Figure 1. The metal 4 layer (run 1).
(1 px per um)
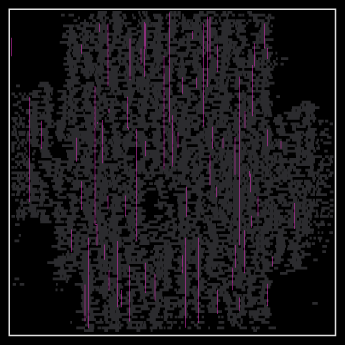
Figure 2. Congestion heat map (run 1).
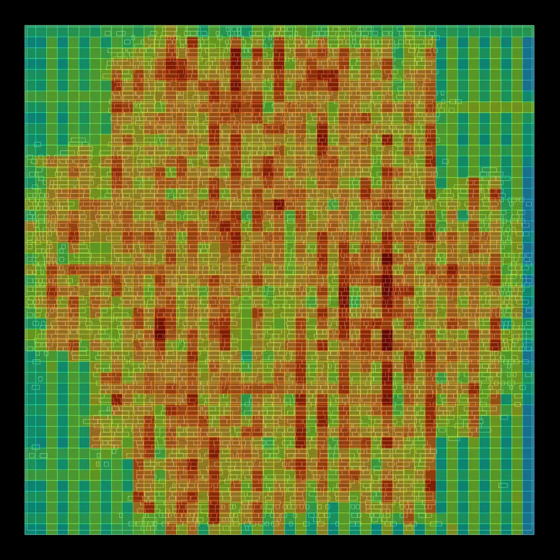
Figure 3. Wiring by layer (run 1).
(1 px per um)
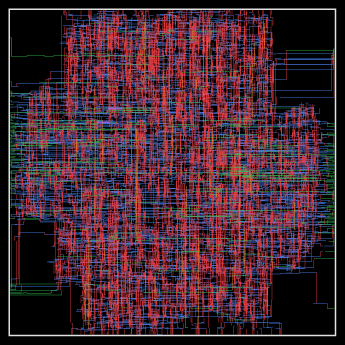
===== src/rtl/systolic_seq_ctrl.sv =====
`default_nettype none
// ============================================================================
// Module      : systolic_seq_ctrl
// Description : Operand store and skewed-feed sequencer for a 4x4 systolic
//               multiply array (clear, feed, drain, done).
// Revision    : 1.0 - initial release
// ============================================================================
module systolic_seq_ctrl #(
  parameter int DATA_WIDTH   = 32,
  parameter int DRAIN_CYCLES = 4
) (
  input  logic                  clk_i,
  input  logic                  rst_ni,
  input  logic                  start_i,
  input  logic                  load_we_i,
  input  logic                  load_sel_i,
  input  logic [3:0]            load_addr_i,
  input  logic [DATA_WIDTH-1:0] load_data_i,
  output logic [DATA_WIDTH-1:0] left_o_0,
  output logic [DATA_WIDTH-1:0] left_o_1,
  output logic [DATA_WIDTH-1:0] left_o_2,
  output logic [DATA_WIDTH-1:0] left_o_3,
  output logic [DATA_WIDTH-1:0] up_o_0,
  output logic [DATA_WIDTH-1:0] up_o_1,
  output logic [DATA_WIDTH-1:0] up_o_2,
  output logic [DATA_WIDTH-1:0] up_o_3,
  output logic                  array_clr_no,
  output logic                  feed_valid_o,
  output logic                  busy_o,
  output logic                  done_o
);

  // The step counter is shared by FEED (7 steps) and DRAIN (DRAIN_CYCLES steps).
  localparam int STEP_MAX   = (DRAIN_CYCLES > 7) ? DRAIN_CYCLES - 1 : 6;
  localparam int STEP_W     = $clog2(STEP_MAX + 1);
  localparam int FEED_STEPS = 7;
  localparam int DRAIN_END  = (DRAIN_CYCLES > 0) ? DRAIN_CYCLES - 1 : 0;

  localparam logic [STEP_W-1:0] FEED_LAST  = STEP_W'(FEED_STEPS - 1);
  localparam logic [STEP_W-1:0] DRAIN_LAST = STEP_W'(DRAIN_END);
  localparam logic [STEP_W-1:0] STEP_ONE   = STEP_W'(1);
  localparam bit                SKIP_DRAIN = (DRAIN_CYCLES == 0);

  localparam logic [2:0] S_IDLE  = 3'd0;
  localparam logic [2:0] S_CLEAR = 3'd1;
  localparam logic [2:0] S_FEED  = 3'd2;
  localparam logic [2:0] S_DRAIN = 3'd3;
  localparam logic [2:0] S_DONE  = 3'd4;

  logic [2:0]            state_q, state_d;
  logic [STEP_W-1:0]     step_q, step_d;
  logic [DATA_WIDTH-1:0] a_q [16];
  logic [DATA_WIDTH-1:0] b_q [16];
  logic [DATA_WIDTH-1:0] left_w [4];
  logic [DATA_WIDTH-1:0] up_w [4];
  logic                  wr_en;

  assign wr_en = load_we_i && (state_q == S_IDLE);

  always_ff @(posedge clk_i or negedge rst_ni) begin
    if (!rst_ni) begin
      for (int k = 0; k < 16; k++) begin
        a_q[k] <= '0;
        b_q[k] <= '0;
      end
    end else if (wr_en) begin
      if (load_sel_i) begin
        b_q[load_addr_i] <= load_data_i;
      end else begin
        a_q[load_addr_i] <= load_data_i;
      end
    end
  end

  always_ff @(posedge clk_i or negedge rst_ni) begin
    if (!rst_ni) begin
      state_q <= S_IDLE;
      step_q  <= '0;
    end else begin
      state_q <= state_d;
      step_q  <= step_d;
    end
  end

  always_comb begin
    state_d = state_q;
    step_d  = step_q;
    case (state_q)
      S_IDLE: begin
        if (start_i) begin
          state_d = S_CLEAR;
          step_d  = '0;
        end
      end
      S_CLEAR: begin
        state_d = S_FEED;
        step_d  = '0;
      end
      S_FEED: begin
        if (step_q == FEED_LAST) begin
          state_d = SKIP_DRAIN ? S_DONE : S_DRAIN;
          step_d  = '0;
        end else begin
          step_d = step_q + STEP_ONE;
        end
      end
      S_DRAIN: begin
        if (step_q == DRAIN_LAST) begin
          state_d = S_DONE;
          step_d  = '0;
        end else begin
          step_d = step_q + STEP_ONE;
        end
      end
      S_DONE: begin
        state_d = S_IDLE;
        step_d  = '0;
      end
      default: begin
        state_d = S_IDLE;
        step_d  = '0;
      end
    endcase
  end

  always_comb begin
    busy_o       = (state_q != S_IDLE);
    array_clr_no = (state_q != S_CLEAR);
    feed_valid_o = (state_q == S_FEED);
    done_o       = (state_q == S_DONE);
  end

  // Lane g sees element k = t-g of its row/column while 0 <= k <= 3.
  for (genvar g = 0; g < 4; g++) begin : g_lane
    logic [1:0] lane_k;
    logic       lane_on;

    always_comb begin
      lane_on  = (state_q == S_FEED) &&
                 (step_q >= STEP_W'(g)) && (step_q <= STEP_W'(g + 3));
      lane_k   = 2'(step_q - STEP_W'(g));
      left_w[g] = '0;
      up_w[g]   = '0;
      if (lane_on) begin
        left_w[g] = a_q[{2'(g), lane_k}];
        up_w[g]   = b_q[{lane_k, 2'(g)}];
      end
    end
  end

  assign left_o_0 = left_w[0];
  assign left_o_1 = left_w[1];
  assign left_o_2 = left_w[2];
  assign left_o_3 = left_w[3];
  assign up_o_0   = up_w[0];
  assign up_o_1   = up_w[1];
  assign up_o_2   = up_w[2];
  assign up_o_3   = up_w[3];

endmodule
`default_nettype wire


===== config.mk =====
export PLATFORM = sky130hd
export DESIGN_NAME = systolic_seq_ctrl
export DESIGN_NICKNAME = d
export VERILOG_FILES = /design/src/rtl/systolic_seq_ctrl.sv
export SDC_FILE = /design/constraint.sdc
export NUM_CORES = 1
export LEC_CHECK = 0
export CAP_MARGIN = 5
export CORE_UTILIZATION = 45
export CTS_BUF_LIST = sky130_fd_sc_hd__clkbuf_16
export DETAILED_ROUTE_END_ITERATION = 8
export PLACE_DENSITY = 0.71
export SLEW_MARGIN = 10
export SYNTH_ARGS = -nofsm -noshare
export SYNTH_HDL_FRONTEND = slang
export SYNTH_SLANG_ARGS = --single-unit
export TNS_END_PERCENT = 20

===== constraint.sdc =====
create_clock -name clk_i -period 3.9 [get_ports clk_i]
set_input_delay 0.975 -clock clk_i [delete_from_list [all_inputs] [get_ports clk_i]]
set_output_delay 0.975 -clock clk_i [all_outputs]
set_load 0.01 [all_outputs]

==> flow_metrics.env, run 1 <==
# source this file to load flow results
export IMPL_outcome="complete, but fails checks"
export IMPL_violations="negative setup slack"
export IMPL_dr_wl_met2_um=64000
export IMPL_cp_data_required_time_ns=2.92
export IMPL_clk_pin_slew_ns=0.06
export IMPL_std_cell_rows=118
export IMPL_synthArstFlopShare_pct=100
export IMPL_die_height_um=325
export IMPL_die_x_um=325
export IMPL_finalCritPeriodShare_pct=103
export IMPL_use_met1_pct=35.0
export IMPL_fin_setup_tns_ns=-1.89
export IMPL_overflow=0
export IMPL_flop_cell="dfrtp_1"
export IMPL_fp_nets=2994
export IMPL_comb_cell_share_pct=35.8
export IMPL_flop_area_sq_um=25800
export IMPL_worst_setup_path_end_kind="primary output"
export IMPL_irDropWorstVdd_v=0.000471
export IMPL_cts_buffers=108
export IMPL_drc=0
export IMPL_report_power_total_mw=37.1
export IMPL_critPathMaxFanout=7
export IMPL_topRoutingLayerUsed="met5"
export IMPL_yosys_area_sq_um=46900
export IMPL_nWellTaps=1380
export IMPL_logic_gate_count=1624
export IMPL_wl_met3_um=7040
export IMPL_maxCapViolCount=0
export IMPL_layout_nonclk_buf_share_pct=10.0
export IMPL_wl_per_cell_um=27.4
export IMPL_synth_simple_area_share_pct=4.54
export IMPL_die_area_sq_um=105000
export IMPL_fin_nets=3332
export IMPL_root_buffer="clkbuf_16"
export IMPL_fmax_mhz=249
export IMPL_nFlopsAndLatches=1030
export IMPL_synthDistinctLibCells=42
export IMPL_r2r_cells=6
export IMPL_yosys_area_share_adder_pct=0.134
export IMPL_grt_busiest_layer="met2"
export IMPL_p_leak_nw=27.6
export IMPL_syn_to_final_growth_pct=22.1
export IMPL_fin_cells=4758
export IMPL_drt_initial_drc_count=1875
export IMPL_num_nonclk_inverters=6
export IMPL_placed_area_sq_um=52100
export IMPL_ys_warn_count=0
export IMPL_place_ws_ns=0.187
export IMPL_dp_cells=4471
export IMPL_dp_hpwl_um=78100
export IMPL_cts_htree_levels=3
export IMPL_crit_path_start_kind="flop"
export IMPL_drive_gt1_share_pct=53.6
export IMPL_clock_path_buffers=3
export IMPL_synth_avg_cell_area_sq_um=15.9
export IMPL_final_cell_area_sq_um=57200
export IMPL_groute_layer_met2_usage_pct=40.1
export IMPL_slew_viol_final=0
export IMPL_first_pass_iters=5
export IMPL_antenna_left=0
export IMPL_numSynthFlops=1030
export IMPL_hold_ws_ns=0.233
export IMPL_n_clock_buffer=111
export IMPL_wl_met1_um=56700
export IMPL_worst_setup_path_type="flop to primary output"
export IMPL_cts_tree="done"
export IMPL_n_all_buffers=516
export IMPL_comb_area_sq_um=20400
export IMPL_xor_area_share_pct=0.0187
export IMPL_cts_num_sinks=1030
export IMPL_met3_usage_pct=4.18
export IMPL_io_buffers=300
export IMPL_critPathArrivalTime_ns=3.04
export IMPL_netlist_area_sq_um=46900
export IMPL_powerDensity_nw_per_um2=649
export IMPL_clk_latency_ns=0.67
export IMPL_aoi_share_pct=0.198
export IMPL_rsz0062_at_grt="true"
export IMPL_grt_pass1_vias=30000
export IMPL_mux_area_share_pct=37.4
export IMPL_synthCells=2948
export IMPL_setup_viol=42
export IMPL_fp_util_pct=45.3
export IMPL_vias_per_cell=5.73
export IMPL_topCellsByArea="dfrtp_1 55%, mux2_2 22%, mux4_2 12%, nor2b_1 3.4%, mux2_4 1.9%"
export IMPL_final_cell_mix="1,027 x dfrtp_1, 922 x mux2_2, 256 x mux4_2"
export IMPL_setup_slack_ns=-0.116
export IMPL_tightest_slew_ns=1.21
export IMPL_seq_cell_share_pct=45.1
export IMPL_synth_edff_count=0
export IMPL_pin_count=301
export IMPL_clock_area_share_pct=6.07
export IMPL_warnings=41
export IMPL_fillers=8114
export IMPL_top_area_share_pct=55.0
export IMPL_antenna_found_initial=7
-- Figure 1 (at the start) --
- main direction: vertical
- nets with wire on the layer: 38
- wire length on this layer: 2,660 um
- share of all routed wire: 2.0%
total number of vias: 27,200
Post-Route WL: 130,000 um

-- Figure 2 (at the start) --
gr usage total: 24.9%
Core Util, Final: 55.3%

-- Figure 3 (at the start) --
- green: met3 (wire length 7,040 um)
- purple: met5 (wire length 23.9 um)
- blue: met1 (wire length 56.7 mm)
- red: met2 (wire length 64.0 mm)
- orange: met4 (wire length 2,660 um)

-- run 1: path summary, 6_finish.rpt --
check,end,start
setup reg to reg,a_q[53],state_q[2]
min in group clk_i,b_q[9],b_q[9]
max in group asynchronous,b_q[459],rst_ni
hold reg to reg,b_q[9],b_q[9]
hold / removal,a_q[317],rst_ni
setup / recovery,left_o_1[6],step_q[0]
-- run 1: cells in the mapped netlist, drive strengths merged, types with 6 or more instances --
master,number
mux2,1024
clkbuf,204
buf,85
nor4,8
nor3,10
inv,6
nand4,7
dfrtp,1030
nor2b,258
mux4,256
-- run 1: repair_timing --
| item | 4_1_cts | 5_1_grt |
|---|---|---|
| setup buffers | 40 | 24 |
| endpoints found under the setup margin | 256 | 216 |
| hold buffers | 0 | 0 |
| cloned | 18 | 4 |
| pin swaps | 5 | 3 |
| gates resized | 359 | 189 |
-- run 1: critical path: stages, from the launching register on --
cell       delay (ns)
dfrtp_4          0.55
buf_6            0.17
or4_4            0.54
o211ai_1         0.15
buf_4            0.16
buf_6            0.13
bufbuf_16        0.30
buf_4            0.16
nor2b_1          0.05
clkbuf_2         0.14
-- run 1: registers in the layout, summed over array words and instances (netlist names) --
name and flops:
a_q 512, b_q 512, state_q 3, step_q 3
-- run 1: logic make-up (layout without fill, tap and decap cells) --
family	count (synthesis)	count (layout)
AOI/OAI and AO/OA	13	14
xor gates and xnor gates	1	1
adders and majority gates	5	5
buffers and inverters	295	723
DFF	1030	1030
muxes	1280	1280
other	0	1
and+or+nand+nor	324	324
-- run 1: power breakdown --
part / total (mW) / internal, mW / leakage [nW] / switching (mW)
Combinational: 13.0 / 7.15 / 11.7 / 5.81
Sequential: 14.0 / 12.9 / 14.0 / 1.13
Clock: 10.1 / 5.80 / 1.80 / 4.32
Total: 37.1 / 25.8 / 27.6 / 11.3
==> inputs of run 2 (changes only) <==
ABC_AREA = 0   (was not set)
SLEW_MARGIN = not set   (was 10)
Figure 4. Congestion heat map (run 2).
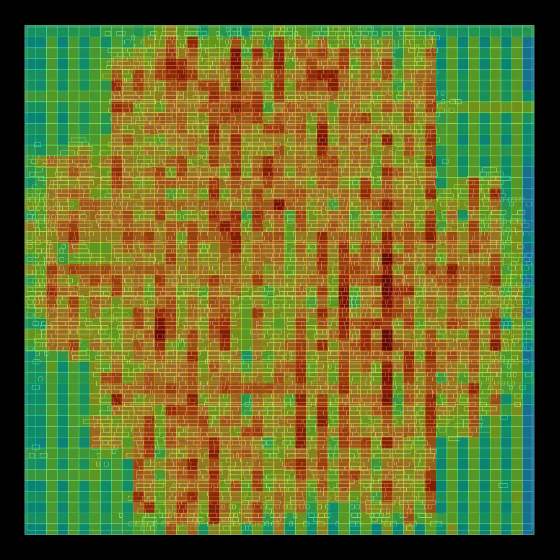
met3 Usage GRT: 4.18%
met2 Track Usage GR: 40.1%
met1 Use GR: 35.0%

==> flow_metrics.env, run 2 <==
# source this file to load flow results
export IMPL_hold_ws_ns=0.233
export IMPL_root_buffer="clkbuf_16"
export IMPL_die_x_um=325
export IMPL_r2r_cells=6
export IMPL_worst_setup_path_end_kind="primary output"
export IMPL_max_slew_margin_pct=14.4
export IMPL_yosys_area_sq_um=46900
export IMPL_yosysMostFrequentCell="dfrtp_1"
export IMPL_dr_total_vias=27200
export IMPL_rr_endpoint="a_q[53]"
export IMPL_outcome="complete, but fails checks"
export IMPL_crit_chain="buf_6 -> or4_4 -> o211ai_1 -> buf_4 -> buf_6 -> bufbuf_16 -> buf_4 -> nor2b_1 -> clkbuf_2"
export IMPL_syn_to_final_growth_pct=22.1
export IMPL_p_leak_nw=27.6
export IMPL_slew_viol_final=0
export IMPL_pwr_share_clk_pct=27.3
export IMPL_synthDistinctLibCells=42
export IMPL_synthTopCellsByCount="1,030 x dfrtp_1, 922 x mux2_2, 258 x nor2b_1"
export IMPL_critPathArrivalTime_ns=3.04
export IMPL_wl_per_cell_um=27.4
export IMPL_grt_usage_pct=24.9
export IMPL_worst_setup_path_type="flop to primary output"
export IMPL_dp_hpwl_um=78100
export IMPL_core_area_sq_um=103000
export IMPL_overflow=0
export IMPL_fin_nets=3332
export IMPL_power_top_consumer="sequential cells"
export IMPL_cp_top_family="buffers and inverters"
export IMPL_lay_top_count="dfrtp_1"
export IMPL_io_buffers=300
export IMPL_powerDensity_nw_per_um2=649
export IMPL_clk_pin_slew_ns=0.06
export IMPL_std_cell_rows=118
export IMPL_utilization_pct=55.3
export IMPL_cts_tree="done"
export IMPL_drc=0
export IMPL_fin_setup_tns_ns=-1.90
export IMPL_die_height_um=325
export IMPL_seq_power_mw=14.0
export IMPL_rsz0062_at_grt="true"
export IMPL_fillers=8113
export IMPL_netlist_area_sq_um=46900
export IMPL_warnings=41
export IMPL_pwr_share_seq_pct=37.7
export IMPL_postCtsSetupBuffers=40
export IMPL_grt_pass1_vias=30000
export IMPL_critPathMaxStageDelay_ns=0.55
export IMPL_p_sw_share_pct=30.4
export IMPL_clock_power_mw=10.1
export IMPL_final_cell_area_sq_um=57200
export IMPL_p_sw_mw=11.3
export IMPL_cp_startpoint="step_q[0]"
export IMPL_die_area_sq_um=105000
export IMPL_violations="negative setup slack"
export IMPL_setup_slack_ns=-0.116
export IMPL_cts_num_sinks=1030
export IMPL_clock_path_buffers=3
export IMPL_synth_avg_cell_area_sq_um=15.9
export IMPL_cp_num_buf_inv=6
export IMPL_pin_count=301
export IMPL_fp_util_pct=45.3
export IMPL_final_cell_mix="1,027 x dfrtp_1, 922 x mux2_2, 256 x mux4_2"
export IMPL_crit_path_start_kind="flop"
export IMPL_pg_comb_mw=13.0
export IMPL_r2r_start="state_q[2]"
export IMPL_numSynthFlops=1030
export IMPL_antenna_found_initial=7
export IMPL_place_ws_ns=0.187
export IMPL_maxCapViolCount=0
export IMPL_vias_per_cell=5.73
export IMPL_tightest_slew_ns=1.28
export IMPL_internal_power_mw=25.8
export IMPL_synth_edff_count=0
export IMPL_fmax_mhz=249
export IMPL_antenna_left=0
export IMPL_combPwrFrac_pct=35.0
export IMPL_cts_repair_resized=359
export IMPL_top_regs="a_q x512, b_q x512"
export IMPL_synthArstFlopShare_pct=100
export IMPL_first_pass_iters=5
export IMPL_fin_cells=4758
export IMPL_irDropWorstVdd_v=0.000471
export IMPL_setup_viol=42
export IMPL_cp_data_required_time_ns=2.92
export IMPL_synthCells=2948
export IMPL_dp_cells=4471
export IMPL_topCellsByArea="dfrtp_1 55%, mux2_2 22%, mux4_2 12%, nor2b_1 3.4%, mux2_4 1.9%"
export IMPL_wirelength_um=130000
export IMPL_ctsHoldBuffers=0
export IMPL_flop_cell="dfrtp_1"
Figure 5. Wiring by layer (run 2).
(1 px per um)
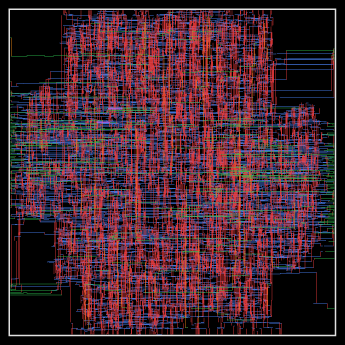
- blue: met1 (wire length 56.8 mm)
- red: met2 (wire length 64.0 mm)
- purple: met5 (wire length 23.9 um)
- green: met3 (wire length 7,020 um)
- orange: met4 (wire length 2,660 um)

[run 2: netlist changes by cell type in the layout (fill, tap and decap cells not counted)]
cell / before / now
buf_2: 30 / 29
clkdlybuf4s50_1: 139 / 140
[run 2: routing by layer]
layer | share of wire, % | track usage [%] | up-vias
met5 | 0.018 | 0 | -
met4 | 2.0 | 6.62 | 4
met3 | 5.4 | 4.18 | 163
met2 | 49 | 40.1 | 728
met1 | 44 | 35.0 | 14900
li1 | - | - | 11400
[run 2: worst max-delay path by stage]
stage | slack, ns | end | cells after the start
floorplan | 0.71 | left_o_1[22] | 7
global placement | 0.25 | up_o_0[24] | 6
detailed placement | 0.19 | up_o_3[23] | 7
CTS | -0.16 | left_o_1[6] | 8
global route | -0.15 | left_o_1[6] | 10
finish | -0.12 | left_o_1[6] | 9
[run 2: final cells by class]
| type | instances | area (sq um) | share of cell area [%] |
|---|---|---|---|
| timing repair buffer | 516 | 5730 | 10.0 |
| antenna | 1 | 2.50 | 0.00437 |
| inverter | 6 | 33.8 | 0.0591 |
| multi-input combinational | 1624 | 20400 | 35.7 |
| clock buffer | 111 | 2780 | 4.86 |
| clock inverter | 90 | 696 | 1.22 |
| sequential | 1030 | 25800 | 45.1 |
| tap | 1380 | 1730 | 3.02 |
[run 2: logic make-up (layout without fill, tap and decap cells)]
logic type / Yosys count / in the layout / synth area share, %
AOI/OAI and AO/OA: 13 / 14 / 0.198
xor gates and xnor gates: 1 / 1 / 0.0187
adders and majority gates: 5 / 5 / 0.134
buffers and inverters: 295 / 723 / 2.70
DFF: 1030 / 1030 / 55.0
muxes: 1280 / 1280 / 37.4
other: 0 / 1 / 0
and+or+nand+nor: 324 / 324 / 4.54
Power and IR drop assume default switching activity.
